### Sequential cells grouped by signal name

Scale bar: 20 um. Other sequential cells in the stronger grey, the rest of the logic in the fainter grey.
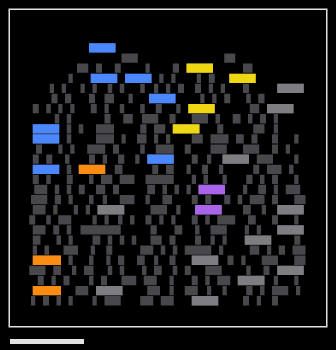
### Pin map

Scale bar: 20 um. Pins as bars across the die edge, other pins in grey.
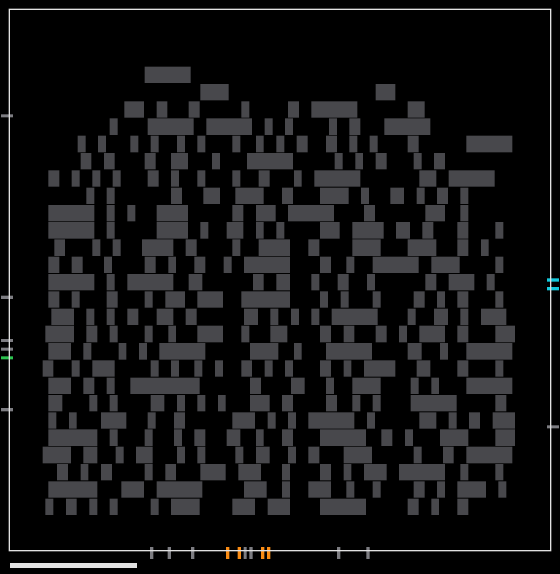
### A small window of the routed layout

Scale bar: 20 um. Region (18, 35) to (68, 85) um. Cells in grey, sequential cells in the stronger grey; small squares are vias.
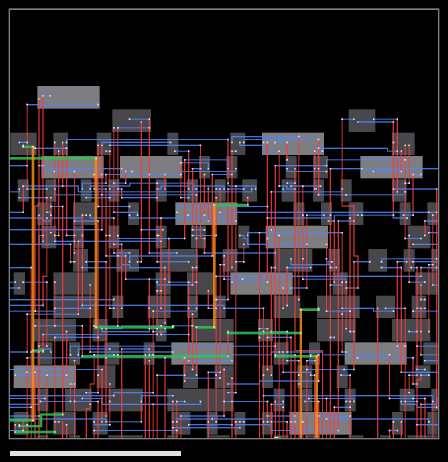
### M1 wires

Scale bar: 20 um.
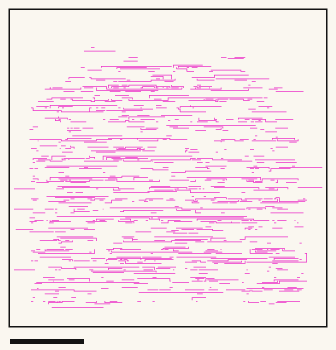
<file path="config.mk">
export PLATFORM = sky130hd
export DESIGN_NAME = change_dispenser
export DESIGN_NICKNAME = d
export VERILOG_FILES = /design/src/rtl/change_dispenser.sv
export SDC_FILE = /design/constraint.sdc
export NUM_CORES = 1
export LEC_CHECK = 0
export ABC_AREA = 1
export CAP_MARGIN = 20
export CELL_PAD_IN_SITES_DETAIL_PLACEMENT = 2
export CELL_PAD_IN_SITES_GLOBAL_PLACEMENT = 2
export CORE_MARGIN = 5
export CORE_UTILIZATION = 33
export DETAILED_ROUTE_END_ITERATION = 12
export GPL_TIMING_DRIVEN = 0
export PLACE_DENSITY = 0.93
export SETUP_SLACK_MARGIN = 0.15
export SLEW_MARGIN = 20
export SYNTH_ARGS = -nofsm -noshare
export SYNTH_HDL_FRONTEND = slang
export SYNTH_SLANG_ARGS = --single-unit
export TNS_END_PERCENT = 50
</file>
<file path="constraint.sdc">
create_clock -name clk -period 2.1 [get_ports clk]
set_input_delay 0.315 -clock clk [delete_from_list [all_inputs] [get_ports clk]]
set_output_delay 0.315 -clock clk [all_outputs]
set_load 0.05 [all_outputs]
</file>
<file path="src/rtl/change_dispenser.sv">
// change_dispenser: pays a change amount out as greedy 5/2/1 coin-eject requests,
// one req/ack handshake per coin, with stock tracking, ack timeout and a latched fault.
module change_dispenser #(
  parameter int unsigned ACK_TIMEOUT = 15,
  parameter int unsigned STOCK_INIT  = 8
) (
  input  logic       clk,
  input  logic       rst_n,
  input  logic [3:0] cambio,
  input  logic       cambio_valid,
  input  logic       coin_ack,
  input  logic       refill,
  input  logic       fault_clr,
  output logic       coin_req,
  output logic [1:0] coin_out,
  output logic       busy,
  output logic       done,
  output logic       fault,
  output logic [3:0] remaining
);

  typedef enum logic [2:0] {
    S_IDLE,
    S_SELECT,
    S_REQ,
    S_GAP,
    S_DONE,
    S_FAULT
  } state_t;

  localparam logic [1:0] COIN_NONE  = 2'b00;
  localparam logic [1:0] COIN_1     = 2'b01;
  localparam logic [1:0] COIN_2     = 2'b10;
  localparam logic [1:0] COIN_5     = 2'b11;
  localparam logic [3:0] STOCK_FULL = 4'(STOCK_INIT);
  localparam logic [7:0] TIMER_LAST = 8'(ACK_TIMEOUT - 1);

  state_t     r_state;
  logic [3:0] r_remaining;
  logic [1:0] r_sel;
  logic [3:0] r_s5;
  logic [3:0] r_s2;
  logic [3:0] r_s1;
  logic [7:0] r_timer;

  logic [1:0] w_pick;
  logic [3:0] w_sel_value;

  // Largest denomination that fits the outstanding amount and is still in stock.
  always_comb begin
    // NOTE: default first so every path assigns w_pick and no latch is inferred.
    w_pick = COIN_NONE;
    if (r_remaining >= 4'd5 && r_s5 != 4'd0) begin
      w_pick = COIN_5;
    end else if (r_remaining >= 4'd2 && r_s2 != 4'd0) begin
      w_pick = COIN_2;
    end else if (r_remaining != 4'd0 && r_s1 != 4'd0) begin
      w_pick = COIN_1;
    end
  end

  always_comb begin
    case (r_sel)
      COIN_5:  w_sel_value = 4'd5;
      COIN_2:  w_sel_value = 4'd2;
      COIN_1:  w_sel_value = 4'd1;
      default: w_sel_value = 4'd0;
    endcase
  end

  always_ff @(posedge clk) begin
    // NOTE: non-blocking assignments so every register samples pre-edge values.
    if (!rst_n) begin
      r_state     <= S_IDLE;
      r_remaining <= 4'd0;
      r_sel       <= COIN_NONE;
      r_s5        <= STOCK_FULL;
      r_s2        <= STOCK_FULL;
      r_s1        <= STOCK_FULL;
      r_timer     <= 8'd0;
    end else begin
      case (r_state)
        S_IDLE: begin
          if (cambio_valid) begin
            r_remaining <= cambio;
            r_state     <= (cambio != 4'd0) ? S_SELECT : S_DONE;
          end else if (refill) begin
            r_s5 <= STOCK_FULL;
            r_s2 <= STOCK_FULL;
            r_s1 <= STOCK_FULL;
          end
        end
        S_SELECT: begin
          if (r_remaining == 4'd0) begin
            r_state <= S_DONE;
          end else if (w_pick != COIN_NONE) begin
            r_sel   <= w_pick;
            r_timer <= 8'd0;
            r_state <= S_REQ;
          end else begin
            r_state <= S_FAULT;
          end
        end
        S_REQ: begin
          // An ack on the timeout cycle still wins and the coin counts.
          if (coin_ack) begin
            r_remaining <= r_remaining - w_sel_value;
            case (r_sel)
              COIN_5:  r_s5 <= r_s5 - 4'd1;
              COIN_2:  r_s2 <= r_s2 - 4'd1;
              COIN_1:  r_s1 <= r_s1 - 4'd1;
              default: ;
            endcase
            r_state <= S_GAP;
          end else begin
            r_timer <= r_timer + 8'd1;
            if (r_timer == TIMER_LAST) begin
              r_state <= S_FAULT;
            end
          end
        end
        S_GAP:  r_state <= S_SELECT;
        S_DONE: r_state <= S_IDLE;
        S_FAULT: begin
          if (fault_clr) begin
            r_remaining <= 4'd0;
            r_state     <= S_IDLE;
          end
        end
        default: r_state <= S_IDLE;
      endcase
    end
  end

  assign coin_req  = (r_state == S_REQ);
  assign coin_out  = coin_req ? r_sel : COIN_NONE;
  assign busy      = (r_state != S_IDLE);
  assign done      = (r_state == S_DONE);
  assign fault     = (r_state == S_FAULT);
  assign remaining = r_remaining;

endmodule

</file>
==> design notes <==
The run gives 2236 for the via count of the first global-routing pass. The most frequently used library cell after synthesis is sky130_fd_sc_hd__nand2_1. The number of diodes came out at 0. Entering global routing, the biggest net connects 11 pins.

In this run, post-CTS repair resized a total of 16 instances. Per the TritonCTS log, the buffer count is 5. The first-pass detailed-route iteration total is 4, and the number of warning messages in the logs is 32.

In this run the most critical hold path is launched from r_timer[6]. By area the synthesized netlist is led by sky130_fd_sc_hd__dfxtp_1 (31%), sky130_fd_sc_hd__nand2_1 (12%), sky130_fd_sc_hd__ha_1 (7.4%). The run gives 0 for the count of final setup violators.

By instance count, the cell type seen most on the critical path is sky130_fd_sc_hd__buf_4. After synthesis, the most frequently instantiated cells are sky130_fd_sc_hd__nand2_1 (58), sky130_fd_sc_hd__inv_1 (35), sky130_fd_sc_hd__nor2_1 (35). Along the critical path, the tally of buffer and inverter instances is 3.

The tools report the synthesized instance count as 277. The internal portion of the total power is 1.72 mW. The standard cell with the maximum stage delay on the critical path was sky130_fd_sc_hd__dfxtp_2.

The analysis attributes to net switching a power of 1.77 mW. The number of cells on the worst reg-to-reg path was 8; the maximum buffer depth of the clock tree was 2. The core region is 5470 um^2.

The post-synth count of flops with an enable pin is 0. Area share of the leading cell type in the synthesized netlist: 31.3%. Nets still carrying antenna violations after routing amount to 0.

Switching power as a share of total power: 50.6%. The slew at the pin with the worst max-slew slack was 0.591 ns; the post-synthesis cell count from yosys was 277. The share of flip-flops with an asynchronous set or reset after synthesis is 0%, and the worst setup slack before clock tree synthesis is -0.250 ns. The final weighted congestion of routability-driven global placement came out at 0.757. The tools report the area enclosed by the die boundary as 7230 um^2. The top cell type in the final layout, fill and taps aside, is sky130_fd_sc_hd__nand2_1.

For this run, the slowest stage of the critical path takes 0.36 ns. The layout report lists the multi-input gate area as 1110 um^2. Fraction of power consumed by combinational cells: 58.2%. After layout, the worst path uses 89.6% of the clock period. In the floorplan report the effective utilization is 33.9%.

Total negative setup slack: 0 ns. The mapped netlist covers 1860 um^2. The run gives 0 for the total setup buffers inserted after CTS. Area growth from synthesis to final layout: 22.9%.

The average cell area after synthesis is 6.70 um^2, and the number of cells on the critical path is 6. Capturing element type of the critical path: an output pin. The tools report the nature of the critical path startpoint as a register. With the data required time at the worst endpoint at 1.78 ns, the instance area after placement is 2140 um^2. The number of clock sinks came to 29. The report lists the number of standard-cell rows as 27. The final design instance area without fill came out at 2280 um^2. The run gives 0 as the number of antenna violations at the first check in global routing.

Per the timing report, the biggest fanout along the worst path comes to 10. Dividing total power by cell area gives a power density of 1530 nW/um^2. Across all hold checks on the routed design, the worst slack comes to 0.490 ns.

The run gives 0.00717 ns as the worst clock skew. Per the slew report, the remaining headroom to the max-slew limit stands at 60.6%. The power report attributes to the clock group a share of 17.7%. Per the detail_route report, DRC violations left total 0.

The worst hold path terminates at r_timer[6]. Worst hold path class: register to register. The run gives 0 for the number of buffers added to fix hold violations after cts. The run finished with clean final reports. In the final routed layout, each cell accounts on average for 18.3 um. Summed over all nets, the half-perimeter wirelength after detailed placement is 4950 um. The tools report the worst setup path endpoint as coin_out[1]. The final layout report lists a filler cell count of 663. The run gives 24.2% for the relative contribution of sequential cells to total power. The clock-pin slew of the registers on the worst-case setup and hold paths was 0.07 ns.

As reported, the later end of the worst-skew pair has a clock insertion delay of 0.28 ns. The flip-flop and latch count after synthesis works out to 29. In this run the VDD rail shows a maximum IR drop of 715 uV. The most area-hungry cell type in the Yosys netlist was sky130_fd_sc_hd__dfxtp_1. Kind of critical path: register to output pin. The number of nets handed over by synthesis was 299.

The Yosys step of the flow raised 0 warnings. According to the I/O placement log, the pin count is 20. The critical path goes through nor2_4 > nand2_2 > buf_4 > buf_4 > nor2_2 > buf_6. The tools report the chip area from the yosys synthesis statistics as 1860 um^2. The cell family contributing the most delay on the critical path is buffers and inverters. For the data arrival time of the critical path, the log shows 1.57 ns. Per the final timing report, the hold violations number 0. For the first-pass GRT wire length, the log shows 11300 um. The run gives 30 as the distinct cell type count of the synthesized netlist.

Worst reg2reg path startpoint: r_state[1].
## Picture notes: 'Sequential cells grouped by signal name'
Yellow shows r_s1, placed flops 4, where top middle. Orange shows r_state, placed flops 3. Blue shows r_timer, placed flops 8. Purple shows r_sel, placed flops 2.
Another 12 sequential cells are not coloured.
Register Area: 583 um^2
proportion of cell area occupied by registers: 25.5%

## Picture notes: 'Pin map'
Green shows cambio_valid, pins 1, direction input, edge left. Cyan shows coin_out, pins 2, direction output, edge right. Orange shows cambio, pins 4, direction input, edge bottom.
All pins by edge: 11 bottom, 6 left, 3 right.
height of the die: 85.0 um
Port-buffer cells: 19
Die Wd: 85.0 um

## Picture notes: 'A small window of the routed layout'
Blue shows metal 1. Green shows metal 3. Red shows metal 2. Orange shows metal 4.
Sequential cells in the window: 12. Most frequent: nand2_1 (16), nor2_1 (14), dfxtp_1 (12). Netlist names of flops here include r_timer (5), r_s1 (4). 112 logic cells have their middle in the window.

## Picture notes: 'M1 wires'
308 nets have wire on it. The layer carries 2850 um of wire. The longest straight run is 51.1 um. The layer holds 41% of the routed length. The wires run mostly horizontal.
met1 routing resource usage after global routing: 22.5%
final wirelength: 6880 um
Via Count: 1970

## layer usage
| layer | global-route usage [%] | vias to the layer above | wire (um) |
|---|---|---|---|
| met5 | 0 | - | 0 |
| met4 | 6.62 | 0 | 151 |
| met3 | 3.79 | 16 | 158 |
| met2 | 36.4 | 38 | 3730 |
| met1 | 22.5 | 975 | 2850 |
| li1 | - | 941 | - |
## flip-flops by register name (all words and copies together), names as in the netlist
signal and flops:
r_timer 8, r_s1 4, r_s2 4, r_s5 4
remaining 4, r_state 3, r_sel 2
## power by group through the flow
| stage | clock, mW | combinational (mW) | sequential (mW) |
|---|---|---|---|
| after floorplan | 0 | 1.30 | 0.910 |
| after global placement | 0 | 1.82 | 0.829 |
| after detailed placement | 0 | 1.99 | 0.847 |
| after CTS | 0.627 | 2.02 | 0.838 |
| after global routing | 0.645 | 2.24 | 0.870 |
| final | 0.617 | 2.03 | 0.843 |
## cell type report
| type | count | share of cell area (%) |
|---|---|---|
| Clock buffer | 7 | 3.78 |
| Timing Repair Buffer | 19 | 8.83 |
| Clock inverter | 1 | 1.32 |
| Multi-Input combinational cell | 204 | 48.5 |
| Tap cell | 72 | 3.95 |
| Inverter | 39 | 6.52 |
| Buffer | 5 | 1.54 |
| Sequential cell | 29 | 25.5 |
## stage by stage
step                      util [%]  instances
after global placement        39.0        368
final                         41.7        376
after global routing          41.7        376
after floorplan                  -        277
after CTS                     41.1        376
after detailed placement      39.0        368
## kinds of logic (layout without fill, tap and decap cells)
family	count (synthesis)	in the layout	share of synthesized area (%)
AND/OR/NAND/NOR	133	133	31.9
AND-OR/OR-AND	51	51	15.0
buffers and inverters	44	71	9.64
flip-flops	29	29	31.3
adder cells (fa/ha/maj)	12	12	8.49
XOR/XNOR	8	8	3.77
No activity file was given, so power comes from the tool's default toggle rates.
